### Met1 routing

The bar under the picture is 50 um long.
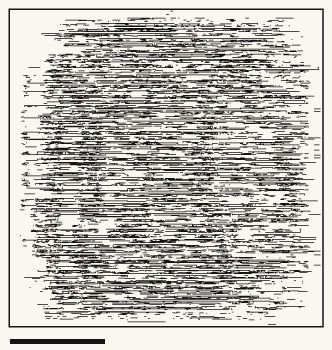
### Metal 2

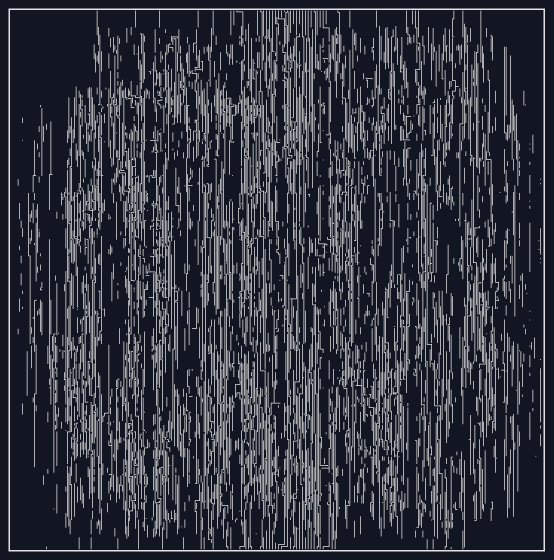
### The metal 3 layer

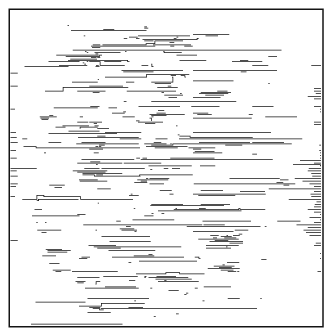
### src/rtl/atm_pkg.sv
// rtl/atm_pkg.sv - shared op, status and state encodings for the ATM transaction engine
package atm_pkg;

   localparam int          NUM_ACCTS_DEF    = 16;
   localparam logic [31:0] MAX_WITHDRAW_DEF = 32'd1000;

   typedef enum logic [1:0] {
      OP_QUERY    = 2'd0,
      OP_DEPOSIT  = 2'd1,
      OP_WITHDRAW = 2'd2,
      OP_TRANSFER = 2'd3
   } op_e;

   typedef enum logic [2:0] {
      ST_OK           = 3'd0,
      ST_INSUFFICIENT = 3'd1,
      ST_OVERFLOW     = 3'd2,
      ST_LIMIT        = 3'd3,
      ST_BAD_AMOUNT   = 3'd4,
      ST_BAD_ACCT     = 3'd5
   } status_e;

   typedef enum logic [2:0] {
      S_IDLE = 3'd0,
      S_RD_A = 3'd1,
      S_RD_B = 3'd2,
      S_EXEC = 3'd3,
      S_WR_A = 3'd4,
      S_WR_B = 3'd5,
      S_DONE = 3'd6
   } state_e;

endpackage

### src/rtl/atm_txn_check.sv
// rtl/atm_txn_check.sv - combinational rule check and balance arithmetic for one transaction
module atm_txn_check
   import atm_pkg::*;
#(
   parameter logic [31:0] MAX_WITHDRAW = MAX_WITHDRAW_DEF
) (
   input  op_e         op,
   input  logic [31:0] amount,
   input  logic [31:0] bal_a,
   input  logic [31:0] bal_b,
   input  logic        acct_a_ok,
   input  logic        acct_b_ok,
   output status_e     status,
   output logic [31:0] new_a,
   output logic [31:0] new_b,
   output logic [31:0] balance
);

   logic [32:0] sum_a;
   logic [32:0] sum_b;
   logic        is_debit;

   // Candidate balances, then the ordered rule checks (first failing rule wins)
   always_comb begin
      sum_a    = {1'b0, bal_a} + {1'b0, amount};
      sum_b    = {1'b0, bal_b} + {1'b0, amount};
      is_debit = (op == OP_WITHDRAW) || (op == OP_TRANSFER);
      new_a    = bal_a;
      new_b    = bal_b;
      status   = ST_OK;

      case (op)
         OP_DEPOSIT:  new_a = sum_a[31:0];
         OP_WITHDRAW: new_a = bal_a - amount;
         OP_TRANSFER: begin
            new_a = bal_a - amount;
            new_b = sum_b[31:0];
         end
         default:     new_a = bal_a;
      endcase

      if (!acct_a_ok || ((op == OP_TRANSFER) && !acct_b_ok)) begin
         status = ST_BAD_ACCT;
      end else if ((op != OP_QUERY) && (amount == 32'd0)) begin
         status = ST_BAD_AMOUNT;
      end else if (is_debit && (amount > MAX_WITHDRAW)) begin
         status = ST_LIMIT;
      end else if (is_debit && (amount > bal_a)) begin
         status = ST_INSUFFICIENT;
      end else if (((op == OP_DEPOSIT) && sum_a[32]) ||
                   ((op == OP_TRANSFER) && sum_b[32])) begin
         status = ST_OVERFLOW;
      end

      // A read from an invalid source index is meaningless, so report zero
      if (!acct_a_ok) begin
         balance = 32'd0;
      end else if (status == ST_OK) begin
         balance = new_a;
      end else begin
         balance = bal_a;
      end
   end

endmodule

### src/rtl/atm_txn_engine.sv
// rtl/atm_txn_engine.sv - read-modify-write sequencer in front of the account register file
module atm_txn_engine
   import atm_pkg::*;
#(
   parameter int          NUM_ACCTS    = NUM_ACCTS_DEF,
   parameter logic [31:0] MAX_WITHDRAW = MAX_WITHDRAW_DEF
) (
   input  logic        clk,
   input  logic        rst,
   input  logic        start,
   input  logic [1:0]  op,
   input  logic [3:0]  acct_a,
   input  logic [3:0]  acct_b,
   input  logic [31:0] amount,
   output logic        busy,
   output logic        done,
   output logic [2:0]  status,
   output logic [31:0] balance_o,
   output logic        rf_we,
   output logic [3:0]  rf_sel,
   output logic [31:0] rf_wdata,
   input  logic [31:0] rf_rdata
);

   localparam logic [31:0] NUM_ACCTS_W = NUM_ACCTS;

   state_e      state_q, state_d;
   op_e         op_q, op_d;
   logic [3:0]  acct_a_q, acct_a_d;
   logic [3:0]  acct_b_q, acct_b_d;
   logic [31:0] amount_q, amount_d;
   logic [31:0] bal_a_q, bal_a_d;
   logic [31:0] bal_b_q, bal_b_d;
   logic [31:0] new_a_q, new_a_d;
   logic [31:0] new_b_q, new_b_d;
   status_e     status_q, status_d;
   logic [31:0] balance_q, balance_d;

   logic        acct_a_ok;
   logic        acct_b_ok;
   status_e     chk_status;
   logic [31:0] chk_new_a;
   logic [31:0] chk_new_b;
   logic [31:0] chk_balance;

   // Destination must be in range and distinct from the source
   always_comb begin
      acct_a_ok = ({28'd0, acct_a_q} < NUM_ACCTS_W);
      acct_b_ok = ({28'd0, acct_b_q} < NUM_ACCTS_W) && (acct_b_q != acct_a_q);
   end

   atm_txn_check #(
      .MAX_WITHDRAW (MAX_WITHDRAW)
   ) u_check (
      .op        (op_q),
      .amount    (amount_q),
      .bal_a     (bal_a_q),
      .bal_b     (bal_b_q),
      .acct_a_ok (acct_a_ok),
      .acct_b_ok (acct_b_ok),
      .status    (chk_status),
      .new_a     (chk_new_a),
      .new_b     (chk_new_b),
      .balance   (chk_balance)
   );

   // Next-state, field capture and register-file port decode from registered state only
   always_comb begin
      state_d   = state_q;
      op_d      = op_q;
      acct_a_d  = acct_a_q;
      acct_b_d  = acct_b_q;
      amount_d  = amount_q;
      bal_a_d   = bal_a_q;
      bal_b_d   = bal_b_q;
      new_a_d   = new_a_q;
      new_b_d   = new_b_q;
      status_d  = status_q;
      balance_d = balance_q;
      rf_we     = 1'b0;
      rf_sel    = 4'd0;
      rf_wdata  = 32'd0;

      case (state_q)
         S_IDLE: begin
            if (start) begin
               op_d     = op_e'(op);
               acct_a_d = acct_a;
               acct_b_d = acct_b;
               amount_d = amount;
               state_d  = S_RD_A;
            end
         end
         S_RD_A: begin
            rf_sel  = acct_a_q;
            bal_a_d = rf_rdata;
            state_d = (op_q == OP_TRANSFER) ? S_RD_B : S_EXEC;
         end
         S_RD_B: begin
            rf_sel  = acct_b_q;
            bal_b_d = rf_rdata;
            state_d = S_EXEC;
         end
         S_EXEC: begin
            status_d  = chk_status;
            new_a_d   = chk_new_a;
            new_b_d   = chk_new_b;
            balance_d = chk_balance;
            state_d   = S_WR_A;
         end
         S_WR_A: begin
            rf_sel   = acct_a_q;
            rf_wdata = new_a_q;
            rf_we    = (status_q == ST_OK) && (op_q != OP_QUERY);
            state_d  = (op_q == OP_TRANSFER) ? S_WR_B : S_DONE;
         end
         S_WR_B: begin
            rf_sel   = acct_b_q;
            rf_wdata = new_b_q;
            rf_we    = (status_q == ST_OK);
            state_d  = S_DONE;
         end
         S_DONE: begin
            state_d = S_IDLE;
         end
         default: begin
            state_d = S_IDLE;
         end
      endcase
   end

   // State and latched transaction fields; reset aborts any transaction in flight
   always_ff @(posedge clk or posedge rst) begin
      if (rst) begin
         state_q   <= S_IDLE;
         op_q      <= OP_QUERY;
         acct_a_q  <= 4'd0;
         acct_b_q  <= 4'd0;
         amount_q  <= 32'd0;
         bal_a_q   <= 32'd0;
         bal_b_q   <= 32'd0;
         new_a_q   <= 32'd0;
         new_b_q   <= 32'd0;
         status_q  <= ST_OK;
         balance_q <= 32'd0;
      end else begin
         state_q   <= state_d;
         op_q      <= op_d;
         acct_a_q  <= acct_a_d;
         acct_b_q  <= acct_b_d;
         amount_q  <= amount_d;
         bal_a_q   <= bal_a_d;
         bal_b_q   <= bal_b_d;
         new_a_q   <= new_a_d;
         new_b_q   <= new_b_d;
         status_q  <= status_d;
         balance_q <= balance_d;
      end
   end

   // Front-end outputs come straight from registers
   always_comb begin
      busy      = (state_q != S_IDLE);
      done      = (state_q == S_DONE);
      status    = status_q;
      balance_o = balance_q;
   end

endmodule

### config.mk
export PLATFORM = sky130hd
export DESIGN_NAME = atm_txn_engine
export DESIGN_NICKNAME = d
export VERILOG_FILES = /design/src/rtl/atm_pkg.sv /design/src/rtl/atm_txn_check.sv /design/src/rtl/atm_txn_engine.sv
export SDC_FILE = /design/constraint.sdc
export NUM_CORES = 1
export LEC_CHECK = 0
export ABC_CLOCK_PERIOD_IN_PS = 18360
export CAP_MARGIN = 10
export CORE_AREA = 2 2 163 165
export CTS_CLUSTER_DIAMETER = 40
export DETAILED_ROUTE_END_ITERATION = 16
export DIE_AREA = 0 0 165 167
export PLACE_DENSITY = 0.78
export SLEW_MARGIN = 20
export SYNTH_ARGS = -nofsm -noshare
export SYNTH_HDL_FRONTEND = slang
export SYNTH_SLANG_ARGS = --single-unit
### constraint.sdc
create_clock -name clk -period 18.36 [get_ports clk]
set_input_delay 3.672 -clock clk [delete_from_list [all_inputs] [get_ports clk]]
set_output_delay 3.672 -clock clk [all_outputs]
set_load 0.05 [all_outputs]
==> flow_summary.html <==
<h3>Flow metrics</h3>
<table>
<tr><th>Metric</th><th>Value</th></tr>
<tr><th colspan="2">Logic synthesis</th></tr>
<tr><td>Average size of a mapped cell</td><td>8.69 um2</td></tr>
<tr><td>Total cell area reported by yosys after synthesis</td><td>14800 um2</td></tr>
<tr><td>Synth cell types</td><td>87</td></tr>
<tr><td>Area fraction in mux cells</td><td>0.0947</td></tr>
<tr><td>Synthesized-area fraction occupied by and/or/nand/nor cells</td><td>0.157</td></tr>
<tr><td>And-or/or-and share of the synthesized area</td><td>0.217</td></tr>
<tr><td>Post-Synthesis Cells</td><td>1698</td></tr>
<tr><td>Async set-or-reset flop fraction in the synthesized netlist</td><td>1.00</td></tr>
<tr><td>Parity-gate share of the synthesized area counting xor and xnor cells</td><td>0.0463</td></tr>
<tr><td>Post-Synth Adder-Cell Area</td><td>0.0854</td></tr>
<tr><td>Number of warning messages in the yosys log</td><td>0</td></tr>
<tr><td>Share of the yosys chip area belonging to registers</td><td>0.353</td></tr>
<tr><td>Post-synth tally of flip-flops with integrated enable</td><td>0</td></tr>
<tr><td>Main logic family after synthesis</td><td>AND-OR/OR-AND gates</td></tr>
<tr><th colspan="2">Cells and area</th></tr>
<tr><td>Antenna cells</td><td>0</td></tr>
<tr><td>Finished Layout Cells</td><td>2158</td></tr>
<tr><td>Synthesis-to-layout area growth</td><td>18.6%</td></tr>
<tr><td>Dominant logic cell types in the final layout</td><td>sky130_fd_sc_hd__dfrtp_1, sky130_fd_sc_hd__nand2_1, sky130_fd_sc_hd__nor2_1, sky130_fd_sc_hd__clkdlybuf4s50_1, sky130_fd_sc_hd__a21oi_1</td></tr>
<tr><td>Nets</td><td>1974</td></tr>
<tr><th colspan="2">Timing</th></tr>
<tr><td>Final setup TNS</td><td>0 ns</td></tr>
<tr><td>Max-slew headroom at the worst pin</td><td>0.281</td></tr>
<tr><td>Final-report hold violation count</td><td>0</td></tr>
<tr><td>Min Tclk post-route</td><td>7.04 ns</td></tr>
<tr><td>Max-slew violation count</td><td>0</td></tr>
<tr><th colspan="2">Clock tree</th></tr>
<tr><td>TritonCTS clock tree</td><td>done</td></tr>
<tr><td>CTS root buffer</td><td>sky130_fd_sc_hd__clkbuf_16</td></tr>
<tr><td>Deepest clock path buffer count</td><td>3</td></tr>
<tr><td>Cell resize tally after clock tree synthesis</td><td>0</td></tr>
<tr><td>Number of buffers added by the clock tree synthesis step</td><td>31</td></tr>
<tr><td>Clock slew seen by the registers of the worst setup and hold paths</td><td>0.06 ns</td></tr>
<tr><td>Insertion Delay late pin</td><td>about 0.58 ns</td></tr>
<tr><th colspan="2">Die</th></tr>
<tr><td>Vertical die dimension</td><td>~170 um</td></tr>
<tr><td>Standard cell core area</td><td>25800 um2</td></tr>
<tr><td>Number of top-level pins</td><td>151</td></tr>
<tr><th colspan="2">Run</th></tr>
<tr><td>Tool warning count</td><td>about 60</td></tr>
<tr><td>Max cap viols</td><td>0</td></tr>
<tr><th colspan="2">GRT</th></tr>
<tr><td>Pin count of the biggest net entering global routing</td><td>134</td></tr>
<tr><td>Total congestion overflow</td><td>0</td></tr>
<tr><td>Vias in the first global route</td><td>12.6k</td></tr>
<tr><td>Wire length of the first global-routing pass</td><td>71200 um</td></tr>
<tr><th colspan="2">Min path</th></tr>
<tr><td>Worst Hold Launch</td><td>new_a_q[4]$_DFFE_PP0P_</td></tr>
<tr><td>Number of cells traversed by the worst hold path</td><td>1</td></tr>
<tr><th colspan="2">Setup path</th></tr>
<tr><td>Register-to-Register Path Depth</td><td>11</td></tr>
<tr><td>Reg2Reg Setup Slack</td><td>13.70 ns</td></tr>
<tr><td>Capturing instance or port of the critical path</td><td>rf_sel[1]</td></tr>
<tr><td>Worst endpoint required time</td><td>14.69 ns</td></tr>
<tr><td>Worst Path Max Fanout</td><td>40</td></tr>
<tr><td>Endpoint of the lowest-slack register-to-register path</td><td>balance_o[25]$_DFFE_PP0P_</td></tr>
<tr><td>Worst reg2reg path startpoint</td><td>amount_q[1]$_DFFE_PP0P_</td></tr>
<tr><th colspan="2">Drt</th></tr>
<tr><td>Iteration-0 DRC count of the detailed router</td><td>1365</td></tr>
<tr><td>Detailed Routing Iterations Pass 1</td><td>6</td></tr>
<tr><td>Wire length per cell after detailed routing</td><td>21.3 um</td></tr>
<tr><td>Number of antenna-violating nets in the routed design</td><td>0</td></tr>
<tr><td>Post-DR vias/cell</td><td>between 6 and 7</td></tr>
<tr><td>DRC violations left</td><td>0</td></tr>
<tr><th colspan="2">Placement</th></tr>
<tr><td>Final RePlAce weighted congestion</td><td>approximately 1.0</td></tr>
<tr><td>Number of placed instances with taps included</td><td>2100</td></tr>
<tr><td>Number of port buffers</td><td>150</td></tr>
<tr><td>Instance area after placement</td><td>16400 um2</td></tr>
<tr><th colspan="2">Run status</th></tr>
<tr><td>Status</td><td>finished clean</td></tr>
</table>
## Picture notes: 'Met1 routing'
wire length on this layer	20.7 mm
share of all routed wire	45%
longest straight run	77.7 um
nets with wire on the layer	1805

## Picture notes: 'Metal 2'
nets with wire on the layer	1631
wire length on this layer	19500 um
main direction	vertical

## Picture notes: 'The metal 3 layer'
share of all routed wire	9.6%
main direction	horizontal
wire length on this layer	4410 um
longest straight run	110 um
total number of vias: 13.4k
routed wire length: 46000 um
fraction of met3 tracks used by global routing: 0.0521

routing by layer:
| metal | share of wire | vias to the layer above | global-route usage | routed length, um |
|---|---|---|---|---|
| li1 | - | 6266 | - | - |
| met3 | 0.096 | 98 | 0.0521 | 4410 |
| met4 | 0.030 | 0 | 0.100 | 1380 |
| met2 | 0.42 | 674 | 0.474 | 19500 |
| met5 | 0 | - | 0 | 0 |
| met1 | 0.45 | 6408 | 0.516 | 20700 |
critical path, stage by stage, from the launching register on:
cell	delay (ns)
sky130_fd_sc_hd__dfrtp_2	1.08
sky130_fd_sc_hd__nand2b_1	0.39
sky130_fd_sc_hd__a21oi_1	0.33
sky130_fd_sc_hd__a22o_1	0.19
sky130_fd_sc_hd__clkdlybuf4s50_1	0.80
cells in the mapped netlist, types with 9 or more instances:
master,number,area share
sky130_fd_sc_hd__o21bai_1,21,0.011
sky130_fd_sc_hd__inv_1,76,0.019
sky130_fd_sc_hd__o21a_1,13,0.0066
sky130_fd_sc_hd__dfrtp_1,208,0.35
sky130_fd_sc_hd__o21ai_1,9,0.0031
sky130_fd_sc_hd__mux2i_1,53,0.036
sky130_fd_sc_hd__nand2b_1,10,0.0042
sky130_fd_sc_hd__nor3_1,28,0.0095
sky130_fd_sc_hd__mux2_2,77,0.059
sky130_fd_sc_hd__nand3_1,21,0.0071
sky130_fd_sc_hd__a21o_1,41,0.021
sky130_fd_sc_hd__and3_1,24,0.010
sky130_fd_sc_hd__a31oi_1,20,0.0085
sky130_fd_sc_hd__clkbuf_1,68,0.017
sky130_fd_sc_hd__nor2_1,154,0.039
sky130_fd_sc_hd__xnor2_1,59,0.035
sky130_fd_sc_hd__xor2_1,19,0.011
sky130_fd_sc_hd__ha_1,96,0.081
sky130_fd_sc_hd__buf_1,10,0.0025
sky130_fd_sc_hd__a211oi_1,26,0.013
sky130_fd_sc_hd__nor2b_1,18,0.0076
sky130_fd_sc_hd__o21ai_0,127,0.043
sky130_fd_sc_hd__a21oi_1,140,0.047
sky130_fd_sc_hd__a221o_1,12,0.0081
sky130_fd_sc_hd__nor4_1,15,0.0064
sky130_fd_sc_hd__buf_2,11,0.0037
sky130_fd_sc_hd__nand2_1,197,0.050
sky130_fd_sc_hd__nand4_1,12,0.0051
sky130_fd_sc_hd__o31ai_1,13,0.0066
through the flow:
step                hold slack [ns]  setup slack, ns
detailed placement            0.465            11.67
floorplan                     0.445             9.01
CTS                           0.478            11.07
global route                  0.491            11.10
global placement              0.460            11.71
finish                        0.474            11.32
final cells by class:
| cell class | count | area (um2) |
|---|---|---|
| Clock buffer | 34 | 807 |
| Clock inverter | 24 | 273 |
| Fill cell | 2118 | 8250 |
| Inverter | 77 | 297 |
| Multi-Input combinational cell | 1316 | 8890 |
| Sequential cell | 208 | 5210 |
| Tap cell | 335 | 419 |
| Timing Repair Buffer | 164 | 1620 |
registers in the layout, indices dropped and copies added, names as in the netlist:
signal / count
amount_q: 32
bal_a_q: 32
bal_b_q: 32
balance_o: 32
new_a_q: 32
new_b_q: 32
acct_a_q: 4
acct_b_q: 4
state_q: 3
status: 3
op_q: 2
